Register map, names as in the netlist:
(1 px per um)
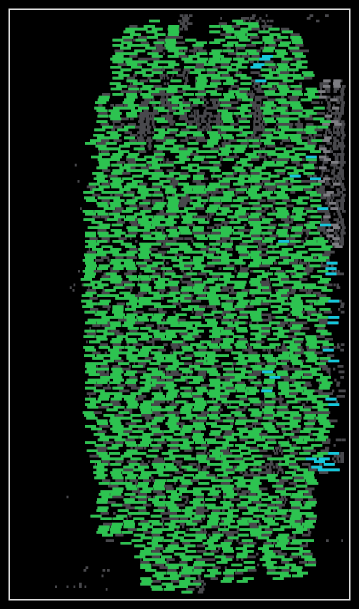
Signal wires on met1:
(1 px per um) Supply wires on this layer in grey. Cells faint in the background.
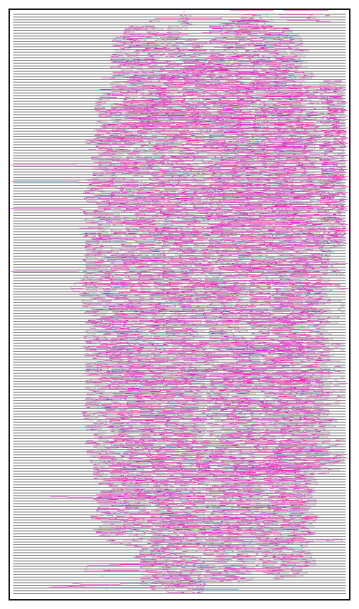
Track usage over the die:
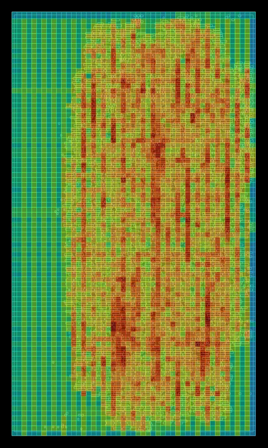
`src/rtl/mips_pkg.sv`:
```
// Shared MIPS definitions: instruction width, NOP encoding, instruction-memory
// FSM states and the major opcodes used by the core and its benches.
package mips_pkg;

    localparam int INST_W = 32;

    localparam logic [INST_W-1:0] NOP_WORD = 32'h0000_0000;

    typedef enum logic {
        IDLE = 1'b0,
        RESP = 1'b1
    } imem_state_e;

    localparam logic [5:0] OP_RTYPE = 6'h00;
    localparam logic [5:0] OP_LW    = 6'h23;
    localparam logic [5:0] OP_SW    = 6'h2B;
    localparam logic [5:0] OP_ANDI  = 6'h0C;

endpackage

```
`src/rtl/imem_array.sv`:
```
// DEPTH_WORDS x 32 instruction storage: one write port that drops out-of-range
// indices, one registered read port that holds its output when not enabled.
module imem_array
    import mips_pkg::*;
#(
    parameter int DEPTH_WORDS = 64,
    parameter int IDX_W       = 6,
    parameter int WIDX_W      = 30
) (
    input  logic              clk,
    input  logic              wr_en,
    input  logic [WIDX_W-1:0] wr_idx,
    input  logic [INST_W-1:0] wr_data,
    input  logic              rd_en,
    input  logic [IDX_W-1:0]  rd_idx,
    output logic [INST_W-1:0] rd_data
);

    localparam logic [WIDX_W-1:0] DEPTH_LIM = WIDX_W'(DEPTH_WORDS);

    logic [INST_W-1:0] mem [DEPTH_WORDS];

    // No reset: program contents survive a core reset.
    always_ff @(posedge clk) begin
        if (wr_en && (wr_idx < DEPTH_LIM)) begin
            mem[wr_idx[IDX_W-1:0]] <= wr_data;
        end
        if (rd_en) begin
            rd_data <= mem[rd_idx];
        end
    end

endmodule

```
`src/rtl/imem_sync.sv`:
```
// Synchronous-read instruction memory with a one-outstanding fetch handshake,
// run-time program load port and misalign / out-of-range fault flags.
module imem_sync
    import mips_pkg::*;
#(
    parameter int               DEPTH_WORDS = 64,
    parameter int               ADDR_W      = 32,
    parameter logic [31:0]      NOP_WORD    = mips_pkg::NOP_WORD
) (
    input  logic              clk,
    input  logic              reset,
    input  logic              req_valid,
    output logic              req_ready,
    input  logic [ADDR_W-1:0] req_pc,
    output logic              rsp_valid,
    input  logic              rsp_ready,
    output logic [INST_W-1:0] rsp_inst,
    output logic [ADDR_W-1:0] rsp_pc,
    output logic              rsp_misalign,
    output logic              rsp_oor,
    input  logic              prog_we,
    input  logic [ADDR_W-1:0] prog_addr,
    input  logic [INST_W-1:0] prog_data,
    output imem_state_e       dbg_state
);

    localparam int IDX_W  = (DEPTH_WORDS > 1) ? $clog2(DEPTH_WORDS) : 1;
    localparam int WIDX_W = ADDR_W - 2;
    localparam logic [WIDX_W-1:0] DEPTH_LIM = WIDX_W'(DEPTH_WORDS);

    // Handshakes: a transfer happens on a rising edge where valid & ready are
    // both high; valid never depends on ready, and the rsp_* payload stays
    // frozen while rsp_valid is high and rsp_ready is low.

    imem_state_e       state, state_nxt;
    logic [WIDX_W-1:0] req_idx;
    logic              req_misalign, req_oor, req_fault, accept;
    logic              nop_q;
    logic [INST_W-1:0] arr_rdata;
    logic              prog_addr_unused;

    assign req_idx      = req_pc[ADDR_W-1:2];
    assign req_misalign = |req_pc[1:0];
    assign req_oor      = (req_idx >= DEPTH_LIM);
    assign req_fault    = req_misalign | req_oor;
    assign accept       = req_valid & req_ready;
    assign prog_addr_unused = ^prog_addr[1:0];

    always_ff @(posedge clk) begin
        if (reset) begin
            state <= IDLE;
        end else begin
            state <= state_nxt;
        end
    end

    always_comb begin
        state_nxt = state;
        req_ready = 1'b0;
        rsp_valid = 1'b0;
        case (state)
            IDLE: begin
                req_ready = ~prog_we;
                if (accept) state_nxt = RESP;
            end
            RESP: begin
                rsp_valid = 1'b1;
                req_ready = rsp_ready & ~prog_we;
                if (rsp_ready && !accept) state_nxt = IDLE;
            end
            default: state_nxt = IDLE;
        endcase
    end

    // Response side-band registers load only on accept, so they hold under backpressure.
    always_ff @(posedge clk) begin
        if (reset) begin
            rsp_pc       <= '0;
            rsp_misalign <= 1'b0;
            rsp_oor      <= 1'b0;
            nop_q        <= 1'b1;
        end else if (accept) begin
            rsp_pc       <= req_pc;
            rsp_misalign <= req_misalign;
            rsp_oor      <= req_oor;
            nop_q        <= req_fault;
        end
    end

    imem_array #(
        .DEPTH_WORDS (DEPTH_WORDS),
        .IDX_W       (IDX_W),
        .WIDX_W      (WIDX_W)
    ) u_array (
        .clk     (clk),
        .wr_en   (prog_we),
        .wr_idx  (prog_addr[ADDR_W-1:2]),
        .wr_data (prog_data),
        .rd_en   (accept & ~req_fault),
        .rd_idx  (req_idx[IDX_W-1:0]),
        .rd_data (arr_rdata)
    );

    // Faulted fetches never read the array; the NOP is substituted on the way out.
    assign rsp_inst  = nop_q ? NOP_WORD : arr_rdata;
    assign dbg_state = state;

endmodule

```
`config.mk`:
```
export PLATFORM = sky130hd
export DESIGN_NAME = imem_sync
export DESIGN_NICKNAME = d
export VERILOG_FILES = /design/src/rtl/mips_pkg.sv /design/src/rtl/imem_array.sv /design/src/rtl/imem_sync.sv
export SDC_FILE = /design/constraint.sdc
export NUM_CORES = 2
export LEC_CHECK = 0
export CORE_AREA = 3 3 336 586
export DETAILED_ROUTE_END_ITERATION = 12
export DIE_AREA = 0 0 339 589
export HOLD_SLACK_MARGIN = 0.08
export PLACE_DENSITY = 0.64
export SYNTH_ARGS = -nofsm -noshare
export SYNTH_HDL_FRONTEND = slang
export SYNTH_HIERARCHICAL = 1
export SYNTH_SLANG_ARGS = --single-unit
```
`constraint.sdc`:
```
create_clock -name clk -period 4.59 [get_ports clk]
set_input_delay 0.459 -clock clk [delete_from_list [all_inputs] [get_ports clk]]
set_output_delay 0.459 -clock clk [all_outputs]
set_load 0.01 [all_outputs]
```
==> Slide: Implementation Results <==
Implementation Results

Outcome
  • Status: finished clean

Place
  • PortBufs: approximately 170
  • Placed inst area: 86,200 um2
  • Hpwl dp: 115,000 um
  • Routability congestion estimate: 0.807

Setup path
  • Worst setup endpoint: u_array/mem[40][27]
  • RR Endpoint: u_array/rd_data[17]
  • Worst setup path category: in -> reg
  • R2R setup slack: 2.34 ns
  • Critical Path RT: 4.99 ns
  • Critical path peak fanout: 32
  • CP arrival: roughly 3.8 ns
  • CP endpoint kind: register
  • Cell depth of the worst flop-to-flop path: 5
  • Crit start category: input port
  • Crit path from: prog_we
  • RR Startpoint: u_array/mem[15][17]

Logic synthesis
  • Syn avg cell area: between 20 and 25 um2
  • Yosys simple share: 1.95%
  • Synth area leaders: edfxtp_1 78%, mux4_2 14%, o22ai_1 1.0%, dfxtp_1 0.89%, mux2i_1 0.55%
  • Yosys stat cell total: about 3,600
  • Yosys stat area: 80,500 um2
  • Post-synthesis register bit count: 2,116
  • Top_reg_cell synth: edfxtp_1
  • Adder Share, Synth: 0%
  • Main logic family after synthesis: multiplexers
  • Floorplan net count: 3,661
  • Max-area cell share: 77.5%
  • Warnings from Yosys: 6
  • Synth area leader: edfxtp_1
  • Xor+xnor area frac: 0%
  • EDFF count, synth: 2,080
  • Top cells by count: 2,080 x edfxtp_1, 511 x mux4_2, 129 x o22ai_1, 93 x nor2_1, 67 x buf_2
  • Synth Instances: 3,560
  • Synth Seq Share: 78.4%
  • Most common cell in the synthesized netlist: edfxtp_1
  • Mapped cell area: 80,500 um2
  • Netlist cell types: 51
  • Yosys aoi share: 2.86%
  • Multiplexer area fraction after synthesis: 15.1%
  • Share of async-settable or async-resettable flops after synthesis: 0%

CTS
  • H-tree Lvls: 4
  • Number of post-CTS setup repair buffers: 0
  • CTS tree: built
  • # clock sinks: 2,116
  • Reg clk slew, reported paths: about 0.06 ns
  • CTS Buf Count: 178
  • Worst skew pair latency: 0.81 ns
  • CTS Root Buffer Type: clkbuf_16
  • PostCTS Resize Cnt: 0
  • CTS Buffer Depth: 4

Floorplanning
  • Core Box Area: ~190,000 um2
  • Site Rows: 213
  • Die area: 200,000 um2
  • Die Width: approximately 340 um
  • Die Y: a little under 600 um
  • Ports: 170
  • Initial Utilization: between 40% and 50%

Final timing
  • Slew margin rel.: 17.7%
  • Layout Skew: 0.0436 ns
  • Unrepaired setup endpoints after global routing: false
  • Period utilization: 73.5%
  • Final hold violation count: 0
  • TNS Setup: 0 ns
  • Setup Viol. Count Final: 0
  • Fin crit period: 3.37 ns
  • Final Max Slew Viols: 0
  • Slew @ Worst Pin: 1.23 ns
  • Max Clk Rate: 0.297 GHz

Drt
  • DR iter-0 viols: roughly 3,500
  • Remaining DRCs: 0
  • Drt pass-1 iters: 5
  • Antenna Nets Post-Route: 0
  • Number of vias per cell: between 5 and 6

Pwr
  • Peak supply drop: 0.272 mV
  • Leakage power: 27.8 nW
  • Pwr/cell area: 409 nW/um2

GRT
  • Total gr overflow: 0
  • Largest net degree at the start of global routing: 116
  • Met3 usage: 2.44%
  • First-pass GRT wire length: roughly 280,000 um
  • GRT Util Overall: roughly a fifth
  • Vias in the first global route: 39,500
  • Antenna violations before repair: 11

Flow run
  • MaxCap Viol Count: 0
  • Total tool warning count: 32

Final layout
  • P&R area growth vs syn: 13.8%
  • Post-route cell area: 91,600 um2
  • Layout cells sized above 1: between 20% and 30%
  • Nets: 3,984
  • Fill cells: 15,500

Worst hold path
  • Hold crit path type: in -> reg
About 'register map, names as in the netlist':
`u_array/rd_data` -> cyan  # sequential cells 32, where a column on the right
`u_array/mem` -> green  # sequential cells 2,048
not coloured = 36
Storage cell area: 63,200 um2
Sequential Power: 21.2 mW
Final Util: 47.6%
flop share of the area: 68.9%

About 'signal wires on met1':
nets with wire on the layer = 3,822
wire length on this layer = 69.3 mm
Total Routed Length: 189,000 um
met1 GRT Util: 23.0%
via count: 37,800

About 'track usage over the die':
busiest grt layer: met2
Global Route met2 Usage: 34.7%
WL/cell: 28.6 um

## flip-flops by register name, indices dropped and copies added (netlist names)
register,cells
u_array/mem,2048
u_array/rd_data,32
nop_q,1
rsp_pc,32
rsp_oor,1
rsp_misalign,1
dbg_state,1
## how the worst min path moves through the flow
stage / start / end / slack [ns] / cells after the start
after CTS: req_pc[2] / rsp_pc[2] / 0.11 / 3
after global placement: rsp_pc[4] / rsp_pc[4] / 0.46 / 2
after detailed placement: rsp_pc[31] / rsp_pc[31] / 0.47 / 2
after global routing: req_pc[2] / rsp_pc[2] / 0.18 / 3
final: req_pc[2] / rsp_pc[2] / 0.12 / 3
after floorplan: rsp_pc[3] / rsp_pc[3] / 0.50 / 2
## report_power, final
| part | switching (mW) | internal [mW] | leakage, nW |
|---|---|---|---|
| clock network | 6.65 | 7.84 | 2.65 |
| logic | 1.10 | 0.707 | 6.19 |
| registers | 0.00825 | 21.2 | 19.0 |
## cell usage in the layout (no fill, tap or decap), types with 43 or more instances in the layout
master / instances
clkdlybuf4s50_1: 129
nor2b_1: 51
nand3_1: 48
clkbuf_16: 181
edfxtp_1: 2080
o22ai_1: 129
a21oi_1: 66
nor2_4: 65
o221ai_1: 43
mux4_2: 511
buf_4: 154
mux2i_1: 44
## what timing repair did
action,CTS,global route
hold endpoints to repair,2,0
setup endpoints to repair,0,0
hold buffers,2,0
## cell type report
type	instances	area, um2	share of cell area [%]
Multi-Input combinational cell	1233	16500	18.0
Timing Repair Buffer	352	3280	3.58
Tap cell	2580	3230	3.52
Clock buffer	207	4630	5.05
Antenna cell	2	5.00	0.00546
Inverter	2	7.51	0.00819
Sequential cell	2116	63200	68.9
Clock inverter	100	798	0.871
## critical path, cell delays in order
cell             delay, ns
clkdlybuf4s50_1       0.54
nor4b_1               0.35
nand4_1               0.45
nor3_1                0.51
nand2_1               0.40
buf_4                 0.31
nor2_4                0.10
buf_4                 0.54
## layer usage
metal / vias up / share of wire (%)
li1: 15800 / -
met3: 316 / 5.4
met4: 12 / 2.8
met1: 20400 / 37
met2: 1287 / 55
met5: - / 0.045
## logic make-up after synthesis
kind of cell,count (synthesis)
and+or+nand+nor,306
muxes,573
DFF,2116
AOI/OAI and AO/OA,354
buffers and inverters,211
## per-stage QoR
stage               setup slack, ns  hold WS, ns  power [mW]  cells  utilization [%]
finish                         1.22        0.118        37.5   6592             47.6
global route                   1.12        0.176        38.6   6591             47.6
CTS                            1.32        0.108        37.8   6590             47.6
detailed placement            0.498        0.471        23.5   6281             44.7
global placement              0.524        0.464        23.4   6281             44.7
floorplan                      1.31        0.498        22.6   3560                -
Power and IR drop assume default switching activity.
